`config.mk`:
```
export PLATFORM = sky130hd
export DESIGN_NAME = hazard_scoreboard
export DESIGN_NICKNAME = d
export VERILOG_FILES = /design/src/rtl/hazard_pkg.sv /design/src/rtl/sb_busy_table.sv /design/src/rtl/hazard_scoreboard.sv
export SDC_FILE = /design/constraint.sdc
export NUM_CORES = 1
export LEC_CHECK = 0
export ABC_AREA = 1
export CAP_MARGIN = 10
export CORE_MARGIN = 3
export CORE_UTILIZATION = 33
export DETAILED_ROUTE_END_ITERATION = 8
export HOLD_SLACK_MARGIN = 0.06
export PLACE_DENSITY = 0.68
export SETUP_SLACK_MARGIN = 0.3
export SLEW_MARGIN = 20
export SYNTH_ARGS = -nofsm -noshare
export SYNTH_HDL_FRONTEND = slang
export SYNTH_SLANG_ARGS = --single-unit
export TNS_END_PERCENT = 50
```
`constraint.sdc`:
```
create_clock -name clk -period 2.6 [get_ports clk]
set_clock_uncertainty 0.2 [all_clocks]
set_input_delay 0.39 -clock clk [delete_from_list [all_inputs] [get_ports clk]]
set_output_delay 0.39 -clock clk [all_outputs]
set_load 0.01 [all_outputs]
```
`src/rtl/hazard_pkg.sv`:
```
// Shared definitions for the ID-stage hazard scoreboard: issue classes and register addressing.
package hazard_pkg;

  localparam int REG_ADDR_W = 5;
  localparam int NUM_REGS   = 1 << REG_ADDR_W;

  localparam logic [1:0] CLASS_ALU    = 2'd0;
  localparam logic [1:0] CLASS_LOAD   = 2'd1;
  localparam logic [1:0] CLASS_MULDIV = 2'd2;
  localparam logic [1:0] CLASS_RSVD   = 2'd3;

  // x0 is hardwired zero, so it never takes part in a register match
  function automatic logic reg_hit(input logic [REG_ADDR_W-1:0] a,
                                   input logic [REG_ADDR_W-1:0] b);
    return (a != '0) && (a == b);
  endfunction

endpackage

```
`src/rtl/sb_busy_table.sv`:
```
// Busy bits for x1..x31 with one set port, one clear port, two source read ports and a WAW read port.
module sb_busy_table
  import hazard_pkg::*;
(
  input  logic                  i_clk,
  input  logic                  i_rst,
  input  logic                  i_set_en,
  input  logic [REG_ADDR_W-1:0] i_set_addr,
  input  logic                  i_clr_en,
  input  logic [REG_ADDR_W-1:0] i_clr_addr,
  input  logic [REG_ADDR_W-1:0] i_rd1_addr,
  input  logic [REG_ADDR_W-1:0] i_rd2_addr,
  input  logic [REG_ADDR_W-1:0] i_waw_addr,
  output logic                  o_rd1_busy,
  output logic                  o_rd2_busy,
  output logic                  o_waw_busy,
  output logic [NUM_REGS-1:0]   o_busy_vec
);

  logic [NUM_REGS-1:1] r_busy;
  logic [NUM_REGS-1:0] w_vec;

  always_ff @(posedge i_clk) begin
    if (i_rst) begin
      r_busy <= '0;
    end else begin
      for (int i = 1; i < NUM_REGS; i++) begin
        if (i_set_en && i_set_addr == REG_ADDR_W'(i))
          r_busy[i] <= 1'b1;
        else if (i_clr_en && i_clr_addr == REG_ADDR_W'(i))
          r_busy[i] <= 1'b0;
      end
    end
  end

  assign w_vec      = {r_busy, 1'b0};
  assign o_busy_vec = w_vec;
  assign o_rd1_busy = w_vec[i_rd1_addr];
  assign o_rd2_busy = w_vec[i_rd2_addr];
  assign o_waw_busy = w_vec[i_waw_addr];

endmodule

```
`src/rtl/hazard_scoreboard.sv`:
```
// ID-stage hazard scoreboard: load-use, MULDIV RAW/WAW and structural stalls.
// Optional macro SCOREBOARD_STATS_EN adds the saturating stall_cycles counter port.
module hazard_scoreboard
  import hazard_pkg::*;
#(
  parameter int MAX_OUTSTANDING = 2
) (
  input  logic                  clk,
  input  logic                  rst,
  input  logic                  issue_valid,
  input  logic [1:0]            issue_class,
  input  logic                  issue_regwrite,
  input  logic [REG_ADDR_W-1:0] issue_rd,
  input  logic [REG_ADDR_W-1:0] rs1_id,
  input  logic [REG_ADDR_W-1:0] rs2_id,
  input  logic                  use_rs1,
  input  logic                  use_rs2,
  input  logic                  cmpl_valid,
  input  logic [REG_ADDR_W-1:0] cmpl_rd,
  input  logic                  flush,
  output logic                  stall_id,
  output logic [NUM_REGS-1:0]   busy_vec,
  output logic [2:0]            outstanding,
  output logic                  sb_error
`ifdef SCOREBOARD_STATS_EN
  ,
  output logic [31:0]           stall_cycles
`endif
);

  localparam logic [2:0] MAX_C = 3'(MAX_OUTSTANDING);

  logic                  r_load_vld_q;
  logic [REG_ADDR_W-1:0] r_load_rd_q;
  logic [2:0]            r_outstanding;
  logic                  r_sb_error;

  logic                  w_rs1_busy, w_rs2_busy, w_waw_busy;
  logic [NUM_REGS-1:0]   w_busy_vec;
  logic                  w_raw1, w_raw2, w_waw, w_struct;
  logic                  w_fire, w_inc, w_set_en, w_cmpl_hit, w_load_set;

  sb_busy_table u_busy (
    .i_clk      (clk),
    .i_rst      (rst),
    .i_set_en   (w_set_en),
    .i_set_addr (issue_rd),
    .i_clr_en   (w_cmpl_hit),
    .i_clr_addr (cmpl_rd),
    .i_rd1_addr (rs1_id),
    .i_rd2_addr (rs2_id),
    .i_waw_addr (issue_rd),
    .o_rd1_busy (w_rs1_busy),
    .o_rd2_busy (w_rs2_busy),
    .o_waw_busy (w_waw_busy),
    .o_busy_vec (w_busy_vec)
  );

  always_comb begin
    w_raw1   = use_rs1 && ((r_load_vld_q && reg_hit(rs1_id, r_load_rd_q)) || w_rs1_busy);
    w_raw2   = use_rs2 && ((r_load_vld_q && reg_hit(rs2_id, r_load_rd_q)) || w_rs2_busy);
    w_waw    = issue_regwrite && (issue_rd != '0) && w_waw_busy;
    w_struct = (issue_class == CLASS_MULDIV) && (r_outstanding == MAX_C);
    stall_id = issue_valid && (w_raw1 || w_raw2 || w_waw || w_struct);
  end

  assign w_fire     = issue_valid && !stall_id;
  assign w_inc      = w_fire && (issue_class == CLASS_MULDIV);
  assign w_set_en   = w_inc && issue_regwrite && (issue_rd != '0);
  assign w_cmpl_hit = cmpl_valid && (cmpl_rd != '0) && w_busy_vec[cmpl_rd];
  assign w_load_set = w_fire && (issue_class == CLASS_LOAD) && issue_regwrite && (issue_rd != '0);

  // flush squashes the just-issued load, so it wins over a same-cycle load set
  always_ff @(posedge clk) begin
    if (rst) begin
      r_load_vld_q <= 1'b0;
      r_load_rd_q  <= '0;
    end else begin
      r_load_vld_q <= w_load_set && !flush;
      if (w_load_set)
        r_load_rd_q <= issue_rd;
    end
  end

  always_ff @(posedge clk) begin
    if (rst) begin
      r_outstanding <= '0;
      r_sb_error    <= 1'b0;
    end else begin
      if (w_inc && !cmpl_valid && r_outstanding != MAX_C)
        r_outstanding <= r_outstanding + 3'd1;
      else if (!w_inc && cmpl_valid && r_outstanding != '0)
        r_outstanding <= r_outstanding - 3'd1;
      if (cmpl_valid && (!w_cmpl_hit || (!w_inc && r_outstanding == '0)))
        r_sb_error <= 1'b1;
    end
  end

  assign busy_vec    = w_busy_vec;
  assign outstanding = r_outstanding;
  assign sb_error    = r_sb_error;

`ifdef SCOREBOARD_STATS_EN
  logic [31:0] r_stall_cycles;

  always_ff @(posedge clk) begin
    if (rst)
      r_stall_cycles <= '0;
    else if (issue_valid && stall_id && r_stall_cycles != '1)
      r_stall_cycles <= r_stall_cycles + 32'd1;
  end

  assign stall_cycles = r_stall_cycles;
`endif

endmodule

```
**Floorplan with the power grid**

Bar = 20 um. Pins as bars on the die edge.
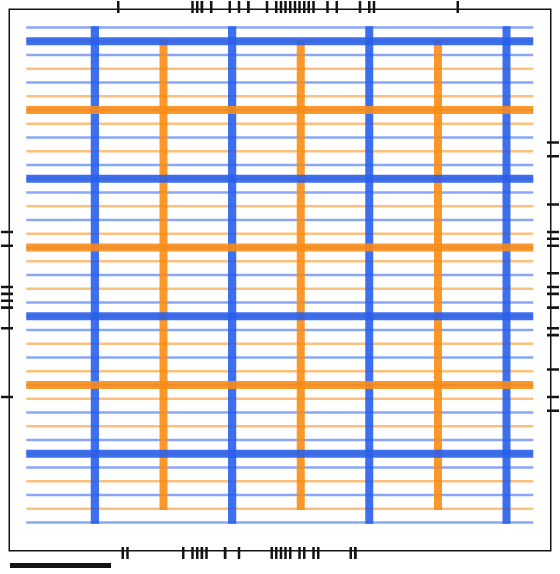
colour	net
blue	VSS
orange	VDD
met5 straps	7
rows	36
met1 rails	37
met4 straps	7
signal pins	67
VDD IR max: 0.320 mV
die width: 107 um
Die Y-Extent: 107 um
core area: 9820 sq um

**Cells coloured by class**

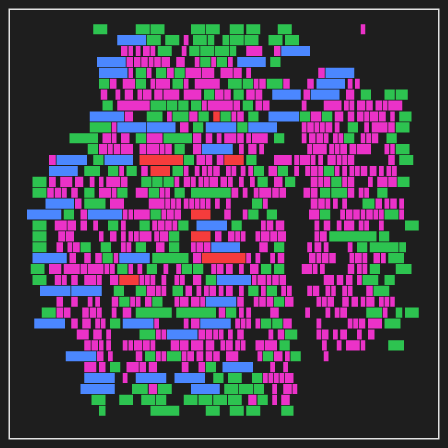
colour	class	cells	share of their area
green	remaining buffers and delay cells	192	33%
blue	sequential cells	41	16%
magenta	remaining logic cells	534	49%
red	clock drivers and dummy loads	8	2.5%
site row count: 36
post-route cell area: 5630 sq um
Final Util: 57.3%
flop share of the area: 15.4%

==> job_summary.md <==
### Yosys + OpenROAD results

| Metric | Value |
|---|---|
| Leakage power | `2.46 nW` |
| Yosys stat chip area | `3350 sq um` |
| Max-cap viol count | `0` |
| Share of the synthesized area in the top cell type | `24.5%` |
| Depth of the CTS H-tree | `2` |
| Cell Count Post-Placement | `870` |
| Drt wl/cell | `17.0 um` |
| CTS hold repair buffers | `0` |
| Final nets | `805` |
| Crit path launch type | `register` |
| Synthesis Warnings | `0` |
| Post-route DRC | `0` |
| Clock transition at path regs | `0.08 ns` |
| Area fraction in mux cells | `0%` |
| Dpl hpwl | `11.2 mm` |
| Worst EP required | `2.01 ns` |
| R2R Setup Slk | `0.14 ns` |
| Via density | `5.55` |
| Status | `finished, final reports clean` |
| GR Overflow Total | `0` |
| DR iter-0 viols | `523` |
| Commonest Layout Cell | `nand2_1` |
| Post-Synth Adder-Cell Area | `0.597%` |
| Min-Delay Path Depth | `2` |
| Port bufs | `65` |
| AO/OA Area Share | `20.8%` |
| XORs/XNORs by Area | `0%` |
| Routed wire length | `15.5 mm` |
| Via count | `5,042` |
| Distinct cells, synth | `30` |
| Peak Freq | `405 MHz` |
| Post-route setup slack | `0.130 ns` |
| CP Max Fanout | `3` |
| Worst hold path class | `reg2reg` |
| Share of cells above drive strength 1 | `35.1%` |
| Pre-Place Util | `34.1%` |
| Final Hold Viols | `0` |
| Leading area contributor after synthesis | `dfxtp_1` |
| WS Path Type | `reg2out` |
| Total CTS buffers | `5` |
| Register area share after synthesis | `24.5%` |
| Chip area | `11,400 sq um` |
| Area Growth Syn to Fin | `67.8%` |
| Root buf cell | `clkbuf_8` |
| Pins Over Slew Limit | `0` |
| Setup Viol. Count Final | `0` |
| Vias in the first global route | `4,769` |
| First-pass GRT wire length | `23.7 mm` |
| Asr flop ratio synth | `0%` |
| Mapped Cells | `600` |
| Yosys reg bits | `41` |
| DRT antenna net count | `0` |
| Final min period | `2.47 ns` |
| RD Place Congestion | `0.981` |
| Most instantiated logic cells after routing | `nand2_1 (153), buf_4 (106), nand3_1 (52), o21ai_0 (50), clkdlybuf4s50_1 (48)` |
| Critical path arrival | `1.88 ns` |
| RSZ-0062 raised after global routing | `yes` |
| Diode count | `0` |
| Main logic family | `simple AND/OR/NAND/NOR gates` |
| Tool Warnings | `29` |
| I/O pins | `67` |
| Clk_lat worst skew | `0.30 ns` |
| Fin crit share | `95.0%` |
| Number of enable flip-flop cells | `0` |
| CTS tree | `done` |
| Pwr dens | `353 nW/um^2` |
| Iteration tally of the first detailed-router pass | `6` |
| # Cells Yosys | `600` |
| Top FF cell, synth | `dfxtp_1` |
| Longest Clk Path Bufs | `2` |
| Top area cell types | `dfxtp_1 (24%), nand2_1 (20%), nand3_1 (9.3%), o21ai_0 (8.2%), inv_1 (8.2%)` |
| CTS sink cnt | `41` |
| CP Capture Type | `primary output` |
| Initial antenna violation count | `0` |
| Avg Inst Size Synth | `5.59 sq um` |
| Non-Filler Instances | `908` |
| Worst Reg2Reg Path Length in Cells | `17` |
| Post-Place Setup Slack | `-0.723 ns` |
| Synth Area in Simple Gates | `41.7%` |
| Largest net degree at the start of global routing | `33` |
| Mapped Area | `3350 sq um` |
| Overall power | `1.99 mW` |
| Total GRT Usage | `25.9%` |
-- cells by family after synthesis --
family                     count (synthesis)
AOI/OAI and AO/OA                        130
adders and majority gates                  1
buffers and inverters                    101
DFF                                       41
other                                      1
and+or+nand+nor                          326
-- per-stage QoR --
stage	TNS (ns)	hold WS, ns	cell area [sq um]
after floorplan	0	0.267	3410
after global placement	-16.47	0.271	4840
after detailed placement	-18.84	0.275	4840
after CTS	0	0.288	5340
after global routing	-0.0467	0.302	5630
final	0	0.286	5630
-- cell type report --
class / count / area, sq um
timing repair buffer: 192 / 1780
clock buffer: 5 / 68.8
multi-input combinational: 458 / 2390
tap: 133 / 166
sequential: 41 / 866
clock inverter: 3 / 65.1
inverter: 76 / 298
fill: 962 / 4190
-- report_power, final --
part,total (mW),internal [mW],switching (mW),leakage (nW)
combinational,0.694,0.321,0.373,2.05
clock,0.613,0.382,0.232,0.0681
sequential,0.680,0.647,0.0325,0.345
-- critical path, stage by stage, from the launching register on --
cell and delay, ns:
dfxtp_1 0.38, inv_2 0.08, o21ai_0 0.16, nand2_1 0.07, nand2_1 0.06, nand2_1 0.04
nand2_1 0.06, nor2_1 0.04, nand2_1 0.05, nand2_1 0.08, nand2_2 0.10, inv_2 0.04
nand3_4 0.09, buf_4 0.11, nand2_1 0.04, inv_1 0.05, buf_2 0.12
-- path summary, 6_finish.rpt --
| kind | startpoint | endpoint |
|---|---|---|
| worst max-delay path | u_busy.r_busy[24] | stall_id |
| worst min-delay path | sb_error | sb_error |
| worst max register to register | u_busy.r_busy[20] | outstanding[2] |
| worst min register to register | sb_error | sb_error |
-- synthesized netlist by cell type (2+ instances only) --
master,number
nand2_1,175
buf_1,4
buf_2,9
clkinv_1,2
nor2_2,3
dfxtp_1,41
inv_1,73
o22ai_1,14
o21ai_1,3
nor2_1,48
o21ai_0,55
nand3_1,62
a21oi_1,47
clkbuf_1,6
buf_4,6
a31oi_1,2
nor3_1,14
nand4_1,19
o211ai_1,6
-- flip-flops by register name, summed over array words and instances (netlist names) --
name	flops
outstanding	3
r_load_rd_q	5
r_load_vld_q	1
sb_error	1
u_busy.r_busy	31
-- per-layer routing --
layer  vias to the layer above  track usage (%)  routed length (um)
met2                       282             44.9                7300
met4                         0             10.0                 591
met1                      2353             32.3                6340
li1                       2345                -                   -
met3                        62             3.79                1250
met5                         -                0                   0
-- repair_timing --
action	4_1_cts	5_1_grt
gates cloned	5	4
buffers inserted	16	5
setup endpoints to repair	42	41
pin swaps	29	29
resized	143	68
Power is estimated from default activity; no workload was simulated.
